===== src/rtl/i2s_pkg.sv =====
// i2s_pkg: shared widths, sample/frame types and the frame builder for the I2S transmitter.
// Contents: SAMPLE_W, SLOT_W, FRAME_BITS, sample_t, frame_t, build_frame().
// No logic state; build_frame is a pure combinational helper.
package i2s_pkg;

    localparam int SAMPLE_W   = 24;
    localparam int SLOT_W     = 32;
    localparam int FRAME_BITS = 64;

    typedef logic [SAMPLE_W-1:0]   sample_t;
    typedef logic [FRAME_BITS-1:0] frame_t;

    // Philips framing: each slot starts one BCLK late, so the leading zero
    // of the left slot pushes the left pad down to 8 bits and the right
    // slot's leading zero is the last bit of that pad; the right pad is 7.
    function automatic frame_t build_frame(input sample_t l, input sample_t r, input logic mute);
        frame_t f;
        if (mute) begin
            f = '0;
        end else begin
            f = {1'b0, l, {(SLOT_W-SAMPLE_W){1'b0}}, r, {(SLOT_W-SAMPLE_W-1){1'b0}}};
        end
        return f;
    endfunction

endpackage


===== src/rtl/i2s_bclk_gen.sv =====
// i2s_bclk_gen: divides clk down to the I2S bit clock and flags each falling edge.
// Latency: bclk toggles every CLK_DIV clks; fall_tick is high in the clk cycle whose edge drops bclk.
// No backpressure; free-running from reset release. Ports: clk, rst_n in; bclk, fall_tick out.
module i2s_bclk_gen #(
    parameter int CLK_DIV = 8
) (
    input  logic clk,
    input  logic rst_n,
    output logic bclk,
    output logic fall_tick
);

    logic [7:0] div_cnt;
    logic       wrap;

    assign wrap = (div_cnt == 8'(CLK_DIV - 1));

    always_ff @(posedge clk) begin
        if (!rst_n) begin
            div_cnt <= 8'd0;
            bclk    <= 1'b0;
        end else if (wrap) begin
            div_cnt <= 8'd0;
            bclk    <= ~bclk;
        end else begin
            div_cnt <= div_cnt + 8'd1;
        end
    end

    // Decoded from registered state so the consumer's registers move on the
    // very edge that drops bclk.
    assign fall_tick = wrap & bclk;

endmodule


===== src/rtl/i2s_transmitter.sv =====
// i2s_transmitter: serialises stereo 24-bit samples into a Philips I2S stream (bclk, lrck, dacdat).
// Latency: samples captured at the frame boundary (sample_req), L MSB on dacdat one BCLK later.
// No backpressure: inputs are sampled only on the sample_req cycle and must be valid then.
// Ports: clk, rst_n, sample_l, sample_r, mute in; sample_req, bclk, lrck, dacdat out.
module i2s_transmitter
    import i2s_pkg::*;
#(
    parameter int CLK_DIV = 8
) (
    input  logic    clk,
    input  logic    rst_n,
    input  sample_t sample_l,
    input  sample_t sample_r,
    input  logic    mute,
    output logic    sample_req,
    output logic    bclk,
    output logic    lrck,
    output logic    dacdat
);

    logic       fall_tick;
    logic [5:0] bit_pos;
    frame_t     shift;

    i2s_bclk_gen #(
        .CLK_DIV (CLK_DIV)
    ) u_bclk_gen (
        .clk       (clk),
        .rst_n     (rst_n),
        .bclk      (bclk),
        .fall_tick (fall_tick)
    );

    // bit_pos resets to 63 so the first fall event is a frame boundary and
    // loads a fresh frame; nothing from an interrupted frame survives.
    always_ff @(posedge clk) begin
        if (!rst_n) begin
            bit_pos    <= 6'd63;
            shift      <= '0;
            sample_req <= 1'b0;
        end else begin
            sample_req <= 1'b0;
            if (fall_tick) begin
                bit_pos <= bit_pos + 6'd1;
                if (bit_pos == 6'd63) begin
                    shift      <= build_frame(sample_l, sample_r, mute);
                    sample_req <= 1'b1;
                end else begin
                    shift <= {shift[FRAME_BITS-2:0], 1'b0};
                end
            end
        end
    end

    // Both are direct register bits, so they only move on fall events.
    assign lrck   = bit_pos[5];
    assign dacdat = shift[FRAME_BITS-1];

endmodule

===== config.mk =====
export PLATFORM = sky130hd
export DESIGN_NAME = i2s_transmitter
export DESIGN_NICKNAME = d
export VERILOG_FILES = /design/src/rtl/i2s_pkg.sv /design/src/rtl/i2s_bclk_gen.sv /design/src/rtl/i2s_transmitter.sv
export SDC_FILE = /design/constraint.sdc
export NUM_CORES = 1
export LEC_CHECK = 0
export ABC_AREA = 1
export CAP_MARGIN = 10
export CORE_MARGIN = 1
export CORE_UTILIZATION = 36
export CTS_CLUSTER_SIZE = 8
export DETAILED_ROUTE_END_ITERATION = 12
export GPL_ROUTABILITY_DRIVEN = 0
export HOLD_SLACK_MARGIN = 0.05
export PLACE_DENSITY_LB_ADDON = 0.05
export SYNTH_ARGS = -nofsm -noshare
export SYNTH_HDL_FRONTEND = slang
export SYNTH_SLANG_ARGS = --single-unit

===== constraint.sdc =====
create_clock -name clk -period 2.2 [get_ports clk]
set_input_delay 0.66 -clock clk [delete_from_list [all_inputs] [get_ports clk]]
set_output_delay 0.66 -clock clk [all_outputs]
set_load 0.005 [all_outputs]

Fig. 1: run 1, clock nets
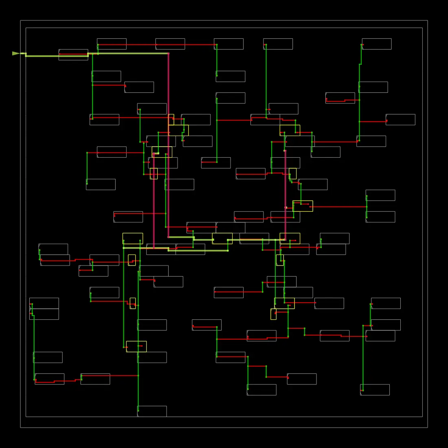
clk_skew: 13.7 ps
Inserted Clock Buffers: 9

Fig. 2: run 1, zoomed window
The bar under the picture is 5 µm long. Region (41, 62) to (61, 82) µm. Cells in grey, sequential cells in the stronger grey; small squares are vias.
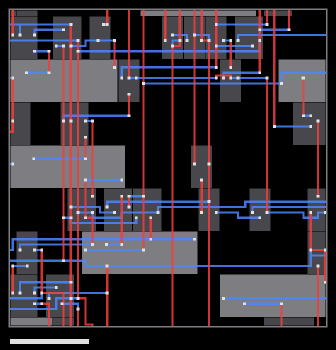
Blue marks met1. Red marks met2.
Netlist names of flops here include shift (4). Sequential cells in the window: 4. 26 logic cells have their middle in the window. Most frequent: nand2_1 (10), nand3_1 (6).

Fig. 3: run 1, gate families picked out
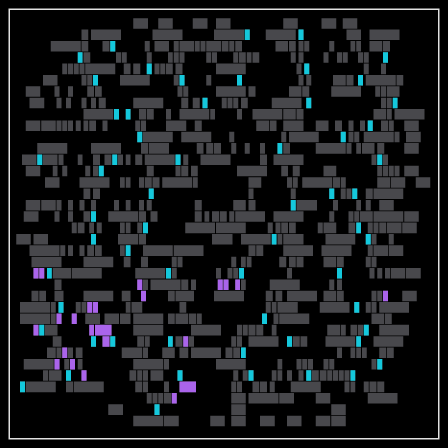
Purple marks NOR gates, cells 23, most used nor2_1. Cyan marks inverters, cells 59, most used inv_1, where widely spread.
logic gate fraction of the total cell area: 40.3%
most common cell after layout, fill and taps aside: nand2_1

==> run_results.csv, run 1 <==
group,metric,value,unit
status,run_status,"finished, final reports clean",
floorplanning,boundary_pin_count,55,
clock_network,cts_hold_repair.buffers,0,
synthesis,yosys_warnings,0,
global_route,grt_pass1_wl,13.8,mm
critical_path,crit_type,"reg2out",
power_and_ir_drop,static-leakage-power,1.90,nW
power_and_ir_drop,power_density,587,nW/µm²
power_and_ir_drop,vdd.ir_drop.worst,0.264,mV
clock_network,cts_tree,"built",
clock_network,clock_latency,340,ps
sta,fin_tns_setup,0,ps
clock_network,clock-root-buffer,"clkbuf_8",
synthesis,common_cells,"227 x nand2_1, 73 x dfxtp_1, 67 x nand3_1",
hold_path,hp-class,"reg2reg",
critical_path,worstPathBufferInverterCount,1,
sta,fin_crit,2020,ps
sta,final-setup-viol-count,0,
detailed_routing,drc,0,
sta,timing.hold.ws,465,ps
clock_network,clk_transition_reported_paths,70,ps
final_layout,instances_no_fill,730,
synthesis,ys_ff,73,
critical_path,crit_path_max_fanout,7,
detailed_routing,first_iter_violations,151,
synthesis,synth_cell_types,22,
synthesis,netlist_area,3640,µm²
critical_path,critical_path.max_stage_delay,550,ps
clock_network,cts.repair_timing.setup_buffer_count,0,
placement,dp_hpwl,4.60,mm
detailed_routing,antenna_left,0,
sta,setup_ws,177,ps
global_route,grt.met1_usage,21.2,%
final_layout,area_delta_synth_final,21.3,%
power_and_ir_drop,design_power_total,2.59,mW
sta,period_used_share,91.9,%
critical_path,worst-endpoint-required,1540,ps
==> run 1: layout by cell type (no fill, tap or decap), drive strengths merged, types with 3 or more instances in the layout <==
cell type	instances
dfxtp	73
clkbuf	12
inv	59
nor2	22
buf	7
nand3	69
clkdlybuf4s50	53
xor2	3
o21ai	57
nand2	228
clkinv	4
==> run 1: worst paths after layout <==
kind,slack (ps),to,cells past startpoint,start
setup reg to reg,450,bit_pos[0],8,u_bclk_gen.div_cnt[0]
setup / recovery,180,bclk,1,u_bclk_gen.bclk
hold / removal,460,u_bclk_gen.div_cnt[0],1,u_bclk_gen.div_cnt[0]
hold reg to reg,460,u_bclk_gen.div_cnt[0],1,u_bclk_gen.div_cnt[0]
==> run 1: power by group <==
part	switching (mW)	internal, mW	total (mW)
Combinational	0.200	0.170	0.370
Clock	0.484	0.404	0.888
Sequential	0.00649	1.33	1.33
==> run 1: state kept, by name, indices dropped and copies added, names as in the netlist <==
signal,count
u_bclk_gen.bclk,1
u_bclk_gen.div_cnt,8
sample_req,1
bit_pos,6
shift,57
==> run 1: logic make-up (layout without fill, tap and decap cells) <==
kind of cell               Yosys count  in the layout  synth area share [%]
adders and majority gates            2              2                 0.688
and+or+nand+nor                    322            322                  36.3
buffers and inverters               94            135                  11.2
xor gates and xnor gates             5              5                  1.20
AOI/OAI and AO/OA                   60             60                  10.4
DFF                                 73             73                  40.2
==> run 1: area by class of cell <==
| type | instances | area, µm² |
|---|---|---|
| Fill cell | 1033 | 5360 |
| Tap cell | 133 | 166 |
| Inverter | 59 | 221 |
| Clock buffer | 12 | 135 |
| Clock inverter | 4 | 20.0 |
| Sequential cell | 73 | 1460 |
| Timing Repair Buffer | 60 | 631 |
| Multi-Input combinational cell | 389 | 1780 |
## Run 2: what changed since run 1
--- a/config.mk
+++ b/config.mk
@@ -11,9 +11,11 @@
 export CORE_UTILIZATION = 36
 export CTS_CLUSTER_SIZE = 8
 export DETAILED_ROUTE_END_ITERATION = 12
+export DONT_BUFFER_PORTS = 1
 export GPL_ROUTABILITY_DRIVEN = 0
 export HOLD_SLACK_MARGIN = 0.05
 export PLACE_DENSITY_LB_ADDON = 0.05
+export SLEW_MARGIN = 20
 export SYNTH_ARGS = -nofsm -noshare
 export SYNTH_HDL_FRONTEND = slang
 export SYNTH_SLANG_ARGS = --single-unit
Fig. 4: run 2, zoomed window
The bar under the picture is 5 µm long. Region (41, 62) to (61, 82) µm. Cells in grey, sequential cells in the stronger grey; small squares are vias.
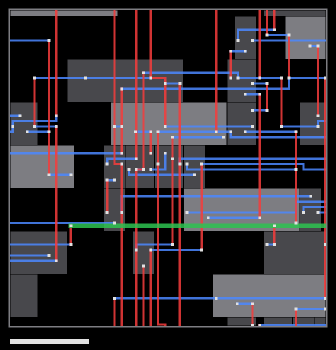
Red marks met2. Green marks met3. Blue marks met1.
20 logic cells have their middle in the window. Sequential cells in the window: 4. Most frequent: nand2_1 (6), dfxtp_1 (4), nand3_1 (3). Netlist names of flops here include shift (4).

Fig. 5: run 2, gate families picked out
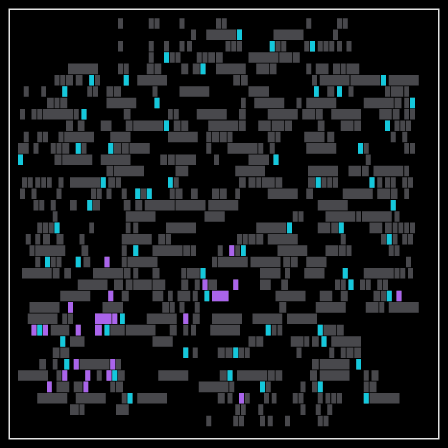
Cyan marks inverters, cells 59, most used inv_1, where widely spread. Purple marks NOR gates, cells 23, most used nor2_1.
logic gate fraction of the total cell area: 45.2%
final cell count without fillers: 676

==> run 2 against run 1 <==
  * Area after synthesis is the same
  * Global-route usage is 0.45 points lower
  * Non-clock buffer count is 53 lower
  * Register-to-register slack got worse by 120 ps
  * Die size unchanged
  * Sequential cell count is the same
  * Wire length down 0.55%
  * Clock power grew about 10%
  * Critical path type is now reg2reg
  * Critical endpoint is now shift[13]
==> run_results.csv, run 2 <==
group,metric,value,unit
status,run_status,"finished, final reports clean",
power_and_ir_drop,cellInternalPower,1.92,mW
power_and_ir_drop,power_frac_clock,39.0,%
clock_network,cts.repair_timing.setup_buffer_count,0,
clock_network,cts_tree,"built",
sta,period_used_share,85.1,%
power_and_ir_drop,sequentialPowerShare,51.0,%
power_and_ir_drop,static-leakage-power,1.71,nW
clock_network,clock-root-buffer,"clkbuf_8",
power_and_ir_drop,comb_power_share,10.0,%
critical_path,crit_type,"reg2reg",
power_and_ir_drop,top_power_group,"sequential cells",
clock_network,cts_hold_repair.buffers,0,
final_layout,registers_with_the_most_flip_flops,"shift: 57 flops, u_bclk_gen.div_cnt: 8 flops, bit_pos: 6 flops",
hold_path,hp-class,"in2reg",
synthesis,netlist_area,3640,µm²
sta,fin_crit,1870,ps
critical_path,worst-endpoint-required,2420,ps
critical_path,reg2reg_from,"u_bclk_gen.div_cnt[0]",
final_layout,layout_top_cell_excl_fill_tap,"nand2_1",
power_and_ir_drop,seq-power,1.33,mW
clock_network,cts_made_buffers,9,
clock_network,clk_transition_reported_paths,80,ps
clock_network,clock_latency,350,ps
synthesis,synth_cell_types,22,
final_layout,area_delta_synth_final,8.09,%
power_and_ir_drop,clk-power,1.02,mW
sta,clk_skew,10.8,ps
power_and_ir_drop,switchingPower,697,µW
power_and_ir_drop,power.switching_fraction,26.7,%
detailed_routing,antenna_left,0,
critical_path,crit_path_max_fanout,26,
sta,fin_tns_setup,0,ps
final_layout,most_used_cells_in_the_layout_excluding_fill_and_tap_cells,"226 x nand2_1, 73 x dfxtp_1, 67 x nand3_1",
power_and_ir_drop,combinationalPower,261,µW
detailed_routing,first_iter_violations,83,
placement,dp_hpwl,4.82,mm
power_and_ir_drop,power_density,665,nW/µm²
critical_path,worst-r2r-cell-count,7,
critical_path,critical_path.max_stage_delay,380,ps
-- run 2: cell counts after synthesis --
No cell type changed its count.
-- run 2: layout make-up --
| type | count | area [µm²] |
|---|---|---|
| fillers | 1088 | 5840 |
| inverters | 59 | 221 |
| multi-input cells | 389 | 1780 |
| clock inverters | 3 | 23.8 |
| clock buffers | 12 | 165 |
| flip-flops and latches | 73 | 1460 |
| well taps | 133 | 166 |
| repair buffers | 7 | 115 |
-- run 2: cell families after synthesis --
group / synth area share (%)
buf+inv: 11.2
flops: 40.2
compound gates: 10.4
simple gates: 36.3
fa+ha+maj: 0.688
xor+xnor: 1.20
-- run 2: path summary, 6_finish.rpt --
check	end	slack, ps
max	shift[13]	330
max reg2reg	shift[13]	330
min reg2reg	u_bclk_gen.div_cnt[0]	480
min	bit_pos[1]	410
-- run 2: metal layers --
metal | GRT usage [%] | wire length [µm] | vias up
li1 | - | - | 1685
met1 | 20.6 | 3980 | 1399
met2 | 27.4 | 3580 | 47
met3 | 4.14 | 277 | 8
met4 | 4.29 | 90 | 0
met5 | 0 | 0 | -
-- run 2: worst max-delay path, delay by kind of cell (launching register included) --
family,cells,cell delay (ps)
compound gates,1,70
fa+ha+maj,1,220
buf+inv,1,330
flops,1,380
simple gates,4,750
-- run 2: stage by stage --
| stage | total power, mW | setup slack [ps] | hold slack, ps | area [µm²] | cells |
|---|---|---|---|---|---|
| final | 2.61 | 329 | 413 | 3930 | 676 |
| after global routing | 2.75 | 130 | 390 | 3930 | 676 |
| after CTS | 2.65 | 298 | 390 | 3930 | 676 |
| after detailed placement | 1.63 | 313 | 466 | 3740 | 661 |
| after global placement | 1.63 | 381 | 446 | 3740 | 661 |
| after floorplan | 1.59 | 675 | 430 | 3640 | 556 |
## Run 3: what changed since run 2
--- a/config.mk
+++ b/config.mk
@@ -5,7 +5,6 @@
 export SDC_FILE = /design/constraint.sdc
 export NUM_CORES = 1
 export LEC_CHECK = 0
-export ABC_AREA = 1
 export CAP_MARGIN = 10
 export CORE_MARGIN = 1
 export CORE_UTILIZATION = 36
Fig. 6: run 3, gate families picked out
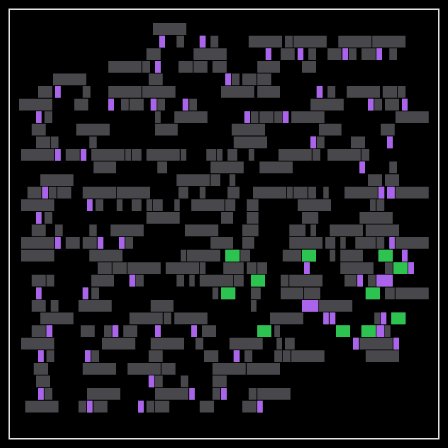
Purple marks NOR gates, cells 61, most used nor2_1, where widely spread. Green marks XOR/XNOR gates, cells 11, most used xor2_1.
final cell count without fillers: 419
most common cell after layout, fill and taps aside: dfxtp_1
logic gate fraction of the total cell area: 41.6%

Fig. 7: run 3, wiring heat map
19 x 19 tiles, from white (low) to dark blue (high), scaled to the fullest tile. Values are wire area over tile area, all layers added.
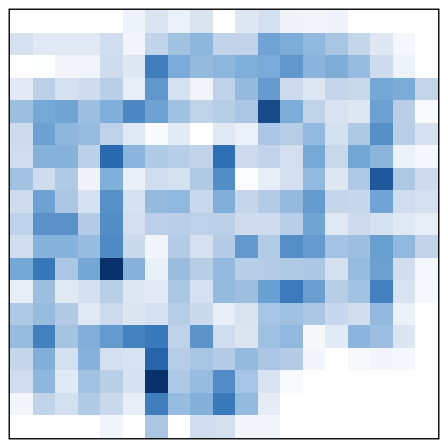
13% of the tiles are nearly empty. 14% of the tiles are over half the peak. The mean over all tiles is 0.13. The densest ninth of the die: west.
GRT Total Usage: 17.3%
vias after detailed routing: 2355
Wirelength per Cell: 16.1 µm

==> run 3 against run 2 <==
  * Synthesized cell count down 41%
  * Via count shrank 25%
  * Worst hold slack better by 19 ps
  * Sequential cell count unchanged
  * Non-clock buffer count grew 1
  * Clock skew is 3.8 ps lower
  * Largest power group unchanged
==> run_results.csv, run 3 <==
group,metric,value,unit
placement,dp_hpwl,4.03,mm
floorplanning,boundary_pin_count,55,
final_layout,most_used_cells_in_the_layout_excluding_fill_and_tap_cells,"73 x dfxtp_1, 57 x nor2_1, 47 x a221oi_1",
critical_path,worstPathBufferInverterCount,2,
detailed_routing,first_iter_violations,102,
clock_network,cts_made_buffers,9,
clock_network,clock-root-buffer,"clkbuf_8",
power_and_ir_drop,switchingPower,475,µW
power_and_ir_drop,design_power_total,2.24,mW
synthesis,ys_ff,73,
power_and_ir_drop,power_density,710,nW/µm²
status,run_status,"finished, final reports clean",
critical_path,critical_path.max_stage_delay,360,ps
critical_path,crit_type,"reg2reg",
synthesis,synth_cell_types,29,
final_layout,registers_with_the_most_flip_flops,"shift: 57 flops, u_bclk_gen.div_cnt: 8 flops, bit_pos: 6 flops",
clock_network,cts.repair_timing.setup_buffer_count,0,
power_and_ir_drop,power_frac_clock,38.9,%
critical_path,critical_path_cell_count,7,
power_and_ir_drop,cellInternalPower,1.76,mW
power_and_ir_drop,vdd.ir_drop.worst,0.299,mV
hold_path,hp-class,"in2reg",
synthesis,yosys_warnings,0,
power_and_ir_drop,top_power_group,"sequential cells",
critical_path,worst-r2r-cell-count,7,
sta,period_used_share,87.8,%
critical_path,cp_top_family,"simple AND/OR/NAND/NOR gates",
sta,clk_skew,7.04,ps
final_layout,area_delta_synth_final,6.79,%
critical_path,worst-endpoint-required,2470,ps
power_and_ir_drop,combinationalPower,35.8,µW
power_and_ir_drop,comb_power_share,1.6,%
sta,fin_tns_setup,0,ps
power_and_ir_drop,clk-power,869,µW
synthesis,most_common_cell_in_the_netlist,"dfxtp_1",
synthesis,netlist_area,2950,µm²
hold_path,whs_path_depth,1,
final_layout,drive_gt1_share,8.52,%
clock_network,clk_transition_reported_paths,70,ps
sta,timing.hold.ws,433,ps
detailed_routing,antenna_left,0,
clock_network,clock_latency,340,ps
final_layout,largest_reg_flops,57,
sta,fin_crit,1930,ps
power_and_ir_drop,power.switching_fraction,21.3,%
synthesis,common_cells,"73 x dfxtp_1, 57 x nor2_1, 47 x a221oi_1",
power_and_ir_drop,seq-power,1.33,mW
clock_network,cts_tree,"built",
final_layout,regMostFlops,"shift",
[run 3: cell types whose count changed in the layout (fill, tap and decap cells not counted), sizes merged, moves of 5 or more]
cell    before  now
nand3       69    9
o22ai        0    8
inv         60    1
o21ai       57   48
a221oi       0   47
and3         0    5
nand2      228   23
nor2        22   57
[run 3: logic make-up (layout without fill, tap and decap cells)]
| group | count (synthesis) | in the layout | share of synthesized area, % |
|---|---|---|---|
| flops | 73 | 73 | 49.6 |
| fa+ha+maj | 2 | 2 | 0.848 |
| buf+inv | 32 | 22 | 6.32 |
| simple gates | 104 | 104 | 15.7 |
| xor+xnor | 11 | 11 | 3.27 |
| compound gates | 105 | 105 | 24.3 |
[run 3: metal layers]
layer	vias up	wire (µm)	share of wire (%)	GRT usage, %
met1	1111	3170	47	20.9
met5	-	0	0	0
met3	8	370	5.5	6.98
li1	1177	-	-	-
met2	59	3100	46	27.7
met4	0	112	1.7	6.38
[run 3: per-stage QoR]
stage,area (µm²),cells,utilization (%),worst slack (ps)
global route,3150,419,40.3,73.8
global placement,3000,406,38.4,256
CTS,3150,419,40.3,254
detailed placement,3000,406,38.4,288
finish,3150,419,40.3,268
floorplan,2950,327,-,536
[run 3: layout make-up]
class	instances	area [µm²]	share of cell area, %
clock inverter	1	5.00	0.159
inverter	1	3.75	0.119
sequential	73	1460	46.4
tap	102	128	4.05
clock buffer	12	145	4.61
multi-input combinational	222	1310	41.6
timing repair buffer	8	97.6	3.10
[run 3: worst paths after layout]
kind	slack [ps]	end	startpoint
setup / recovery	270	shift[63]	u_bclk_gen.div_cnt[0]
setup reg to reg	270	shift[63]	u_bclk_gen.div_cnt[0]
hold / removal	430	bit_pos[2]	rst_n
hold reg to reg	450	u_bclk_gen.div_cnt[0]	u_bclk_gen.div_cnt[0]
Power figures rest on the tool's default switching activity, not on a simulated workload.
